`src/rtl/seq_1001_pkg.sv`:
```
// Shared definitions for the 1-0-0-1 serial sequence detector.
//   state_t    : FSM state encoding (binary, 3 bits)
//   PATTERN    : detected pattern, MSB is the earliest bit in time
//   is_detect  : decodes the detect flag from a state value
package seq_1001_pkg;

  localparam logic [3:0] PATTERN = 4'b1001;

  typedef enum logic [2:0] {
    IDLE  = 3'd0,  // no prefix matched
    S1    = 3'd1,  // "1" matched
    S10   = 3'd2,  // "10" matched
    S100  = 3'd3,  // "100" matched
    S1001 = 3'd4   // full match
  } state_t;

  // Moore output decode: only the full-match state raises the flag.
  function automatic logic is_detect(input state_t s);
    return (s == S1001);
  endfunction

endpackage

```
`src/rtl/seq_1001_moore.sv`:
```
// Moore-style detector for the serial pattern 1-0-0-1 with overlap.
// Ports:
//   clk   : rising-edge clock, one input bit sampled per edge
//   reset : synchronous active-high reset, returns the FSM to IDLE
//   in    : serial data bit
//   out   : detect flag, high for the one cycle the FSM sits in S1001
// The flag is registered from the next-state value, so it always equals
// (state == S1001) and never depends combinationally on `in`.
module seq_1001_moore
  import seq_1001_pkg::*;
(
  input  logic clk,
  input  logic reset,
  input  logic in,
  output logic out
);

  // Power-up value keeps the flag low even if reset is never applied.
  state_t r_state = IDLE;
  logic   r_out   = 1'b0;
  state_t w_next;

  // State and detect-flag registers with synchronous reset.
  always_ff @(posedge clk) begin
    if (reset) begin
      r_state <= IDLE;
      r_out   <= 1'b0;
    end else begin
      r_state <= w_next;
      r_out   <= is_detect(w_next);
    end
  end

  // Next-state decode; S1001 falls back to S10/S1 so the trailing 1 can
  // start the next match.
  always_comb begin
    w_next = IDLE;
    case (r_state)
      IDLE:    w_next = in ? S1    : IDLE;
      S1:      w_next = in ? S1    : S10;
      S10:     w_next = in ? S1    : S100;
      S100:    w_next = in ? S1001 : IDLE;
      S1001:   w_next = in ? S1    : S10;
      default: w_next = IDLE;
    endcase
  end

  assign out = r_out;

endmodule

```
`config.mk`:
```
export PLATFORM = sky130hd
export DESIGN_NAME = seq_1001_moore
export DESIGN_NICKNAME = d
export VERILOG_FILES = /design/src/rtl/seq_1001_pkg.sv /design/src/rtl/seq_1001_moore.sv
export SDC_FILE = /design/constraint.sdc
export NUM_CORES = 1
export LEC_CHECK = 0
export CAP_MARGIN = 0
export CORE_AREA = 4 4 41 43
export CTS_BUF_LIST = sky130_fd_sc_hd__clkbuf_16
export DETAILED_ROUTE_END_ITERATION = 8
export DIE_AREA = 0 0 45 47
export GPL_TIMING_DRIVEN = 0
export PLACE_DENSITY_LB_ADDON = 0.05
export SYNTH_ARGS = -nofsm -noshare
export SYNTH_HDL_FRONTEND = slang
export SYNTH_SLANG_ARGS = --single-unit
export TNS_END_PERCENT = 10
```
`constraint.sdc`:
```
create_clock -name clk -period 1.1 [get_ports clk]
set_input_delay 0.165 -clock clk [delete_from_list [all_inputs] [get_ports clk]]
set_output_delay 0.165 -clock clk [all_outputs]
set_load 0.05 [all_outputs]
```
==> flow_metrics.py, run 1 <==
# Generated from Yosys and OpenROAD reports
metrics = {
    "yosys": {
        "ys_sh_aoi_pct": 7.32,
        "yosys-stat-area_sq_um": 154,
    },
    "critical_path": {
        "critical_path_required_ns": 0.94,
        "startpoint_type": "flip-flop",
        "worst_setup_path_startpoint": "out",
        "setup.worst_path.end": "out",
        "timing.critical_path.cells": "clkdlybuf4s15_2",
    },
    "clocking": {
        "cts.repair.resized": 3,
        "cts_buffers": 3,
    },
    "floorplan": {
        "floorplan.core_area_sq_mm": 0.00130,
        "dieHeight_microns": 47,
        "floorplan.core_util_pct": 11.8,
    },
    "power": {
        "cellLeakagePower_nw": 0.102,
        "cellPowerDensity_mw_per_mm2": 2660,
    },
    "final_timing": {
        "maxSlewHeadroom_pct": 81.7,
        "fin_crit_sh_pct": 94.3,
        "worst-slew-pin-transition_ns": 0.276,
    },
    "run_status": {
        "run_status": "finished, final reports clean",
    },
    "routing": {
        "met2_wirelength_microns": 159,
    },
    "grt": {
        "grt_start_max_net_pins": 7,
    },
}
run 1: synthesized netlist by cell type (all sizes together):
cell type	instances	area share, %
a31oi	1	4.1
dfxtp	4	52
xor2	1	5.7
nor3b	1	4.9
o21ai	1	3.2
nor4	2	8.1
nor4b	1	9.8
nand2	2	4.9
nor2	2	4.9
inv	1	2.4
run 1: sequential cells by signal (all words and copies together), names as in the netlist:
name	cells
r_state	3
out	1
run 1: where the power goes:
part           switching (W)  internal [W]
clock network      0.0000958      0.000464
logic              0.0000117     0.0000133
registers         0.00000573      0.000151
total               0.000113      0.000628
run 1: metrics by stage:
stage	util [%]	setup slack, ns	std cells
6_report	21.4	0.0627	37
2_1_floorplan	-	0.272	16
4_1_cts	21.4	0.0538	37
3_5_place_dp	15.6	-0.139	34
5_1_grt	21.4	0.0289	37
3_3_place_gp	15.6	-0.141	34
run 1: kinds of logic (layout without fill, tap and decap cells):
kind of cell / count (synthesis) / count (layout)
compound gates: 2 / 2
xor+xnor: 1 / 1
buf+inv: 1 / 7
flops: 4 / 4
simple gates: 8 / 8
run 1: final cells by class:
cell class                      instances  area (sq um)
Sequential cell                         4          80.1
Tap cell                               15          18.8
Timing Repair Buffer                    3          31.3
Inverter                                1          3.75
Multi-Input combinational cell         11          70.1
Fill cell                             149          1020
Clock buffer                            3          75.1
run 1: worst min-delay path by stage:
stage | startpoint | slack (ns) | endpoint
2_1_floorplan | in | 0.24 | r_state[1]
3_3_place_gp | r_state[1] | 0.53 | r_state[2]
3_5_place_dp | r_state[1] | 0.53 | r_state[2]
4_1_cts | r_state[1] | 0.54 | r_state[2]
5_1_grt | r_state[0] | 0.59 | r_state[2]
6_report | r_state[1] | 0.54 | r_state[2]
Figure 1. Routed metal, one colour a layer (run 1).
Scale: 8 px per micron.
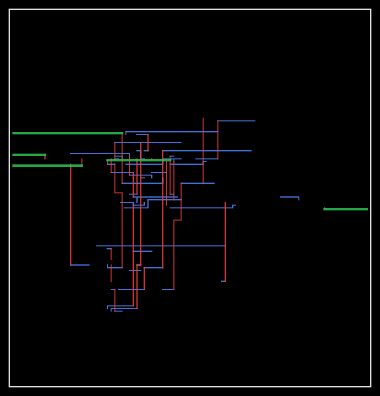
colour	layer	wire length
blue	met1	156 microns
green	met3	39.1 microns
red	met2	160 microns
Global Route Usage Sum: 5.22%
mean routed wirelength per cell: 9.57 microns

Figure 2. Sizing map (run 1).
Scale: 8 px per micron.
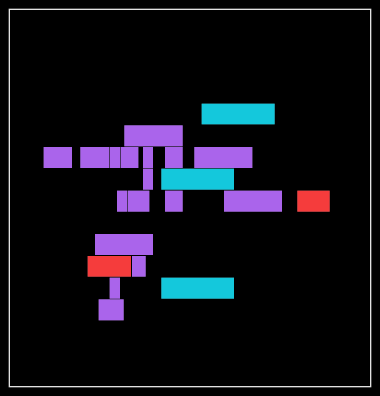
colour	size	cells
cyan	drive 6 and up	3
red	drive 2	2
purple	drive 1 or less	17
number of buffers outside the clock class in the layout: 3
worst setup margin: 0.0627 ns
area delta synth->final: 81.3%
finished layout cell area: 279 sq um

Figure 3. Cell classes on the final placement (run 1).
Scale: 10 px per micron.
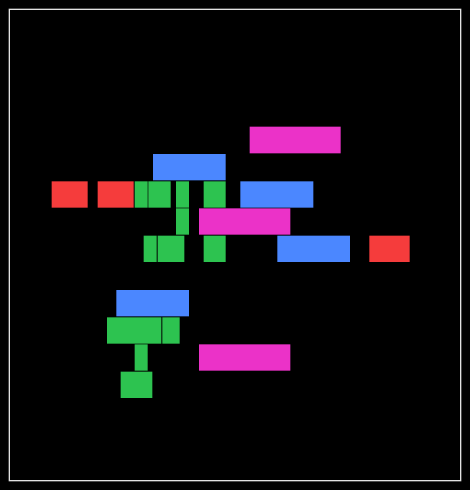
colour	class	cells	share of their area
green	all other logic	12	28%
red	other buffers and delay cells	3	12%
magenta	cells driving clock nets	3	29%
blue	flip-flops	4	31%
Final Core Density: 21.4%
Rows: 13

Figure 4. Routed clock nets over the placement (run 1).
Scale: 6 px per micron.
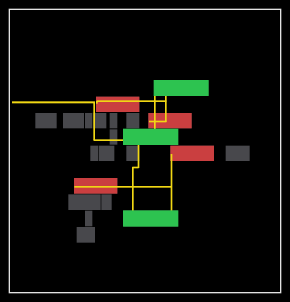

==> inputs of run 2 (changes only) <==
Clock period 1.1 ns to 1.2 ns, I/O delays scaled along.
Figure 5. Routed clock nets over the placement (run 2).
Scale: 6 px per micron.
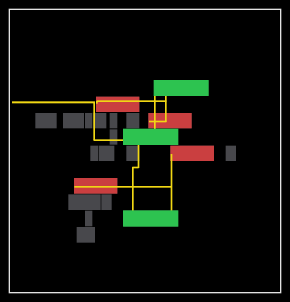
[yellow] clock wires | length: 104 microns
[red] flip-flops | count: 4
[green] cells driving clock nets | count: 3
flops lie	middle
routed clock nets	4
Clock Power: 0.000513 W
Clock power frac: 75.5%
setup skew after layout: 0.000182 ns
clock latency at the later pin of the worst-skew pair: 0.22 ns

Figure 6. Cell classes on the final placement (run 2).
Scale: 10 px per micron.
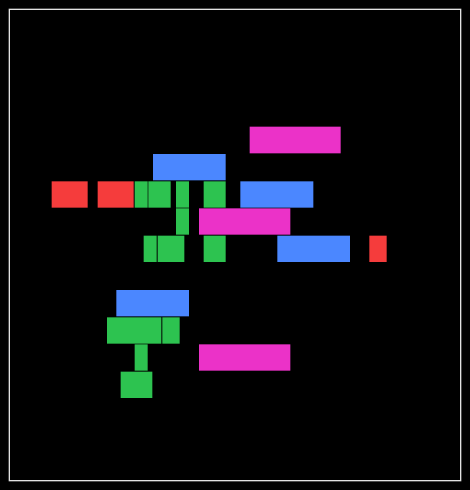
colour	class	cells	share of their area
red	other buffers and delay cells	3	9.9%
green	all other logic	12	29%
magenta	cells driving clock nets	3	30%
blue	flip-flops	4	32%
finished layout cell area: 273 sq um
flop share of the area: 29.4%

Figure 7. Sizing map (run 2).
Scale: 8 px per micron.
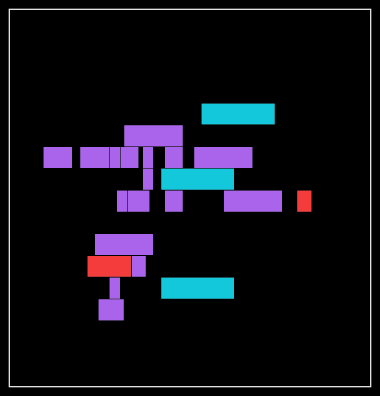
colour	size	cells
red	drive 2	2
cyan	drive 6 and up	3
purple	drive 1 or less	17

==> flow_metrics.py, run 2 <==
# Generated from Yosys and OpenROAD reports
metrics = {
    "yosys": {
        "synth-async-reset-ratio_pct": 0,
        "ys_ff": 4,
        "ys_top_cells_by_count": "dfxtp_1 (4), nand2_1 (2), nor2_1 (2), nor4_1 (2)",
        "synth.most_common_cell": "dfxtp_1",
        "synth-edff-count": 0,
        "yosysWarningCount": 0,
        "yosys-stat-area_sq_um": 154,
        "post-synth-top-area-cell": "dfxtp_1",
        "syn-cell-area_sq_um": 154,
        "synthTopCellsByArea": "dfxtp_1 (52%), nor4b_2 (9.8%), nor4_1 (8.1%)",
        "top_area_cell_type_share_of_the_netlist_area_pct": 52.0,
        "ff_type": "dfxtp_1",
    },
    "critical_path": {
        "critical_path_required_ns": 1.02,
        "startpoint_type": "flip-flop",
        "timing.critical_path.cells": "clkbuf_2",
        "worst_setup_path_startpoint": "out",
    },
    "clocking": {
        "cts_buffers": 3,
        "clk_pin_slew_worst_paths_ns": 0.03,
        "cts_sinks": 4,
    },
    "placed_design": {
        "placed_wire_length_estimate_after_detailed_placement_microns": 243,
        "io_buffer_count": 3,
    },
    "floorplan": {
        "dieHeight_microns": 47,
        "floorplan.core_area_sq_mm": 0.00130,
        "die.size.x_microns": 45,
        "floorplan.core_util_pct": 11.8,
        "placementRows": 13,
    },
    "final_timing": {
        "worst-slew-pin-transition_ns": 0.276,
        "fin_crit_sh_pct": 79.9,
        "maxSlewHeadroom_pct": 81.7,
    },
    "worst_hold_path": {
        "holdCritStartpoint": "r_state[1]",
    },
    "routing": {
        "detail_route.wl_per_cell_microns": 9.65,
    },
    "cells_and_area": {
        "flow.area_growth_from_synthesis_pct": 77.2,
        "regMostFlops": "r_state",
        "largest_register_ffs": 3,
    },
    "grt": {
        "grt_start_max_net_pins": 7,
        "gr-usage-all-layers_pct": 5.22,
        "first_global_vias": 143,
    },
    "power": {
        "cellLeakagePower_nw": 0.103,
        "cellPowerDensity_mw_per_mm2": 2490,
    },
    "run_status": {
        "run_status": "finished, final reports clean",
    },
}
## run 2: cells by family (layout without fill, tap and decap cells)
group,count (synthesis),in the layout,synth area share [%]
and+or+nand+nor,8,8,32.5
DFF,4,4,52.0
AOI/OAI and AO/OA,2,2,7.32
xor gates and xnor gates,1,1,5.69
buffers and inverters,1,7,2.44
## run 2: timing repair
| action | 4_1_cts | 5_1_grt |
|---|---|---|
| resized | 2 | 1 |
| setup endpoints to repair | 1 | 1 |
| hold buffers | 0 | 0 |
## run 2: metal layers
metal  track usage (%)  vias up  routed length (microns)
met4              7.02        0                        0
li1                  -       70                        -
met5                 0        -                        0
met2              5.37        7                      160
met1              5.69       59                      156
met3              3.83        0                       40
## run 2: per-stage QoR
stage	TNS [ns]	setup WS (ns)	util, %	instances
after floorplan	0	0.372	-	16
after global placement	-0.0558	-0.0558	15.6	34
after detailed placement	-0.0544	-0.0544	15.6	34
after CTS	0	0.0128	21.3	37
after global routing	0	0.195	21.0	37
final	0	0.242	21.0	37
## run 2: final timing paths
kind | end | slack (ns) | cells after the start
worst max-delay path | out | 0.24 | 1
worst min-delay path | r_state[2] | 0.54 | 2
worst max register to register | r_state[1] | 0.30 | 3
worst min register to register | r_state[2] | 0.54 | 2
## run 2: power by group
part | internal (W) | switching (W)
sequential | 0.000138 | 0.00000525
clock | 0.000425 | 0.0000878
combinational | 0.0000121 | 0.0000107
## run 2: area by class of cell
cell class,instances,area [sq um]
Clock buffer,3,75.1
Fill cell,151,1030
Inverter,1,3.75
Multi-Input combinational cell,11,70.1
Sequential cell,4,80.1
Tap cell,15,18.8
Timing Repair Buffer,3,25.0
Power is estimated from default activity; no workload was simulated.
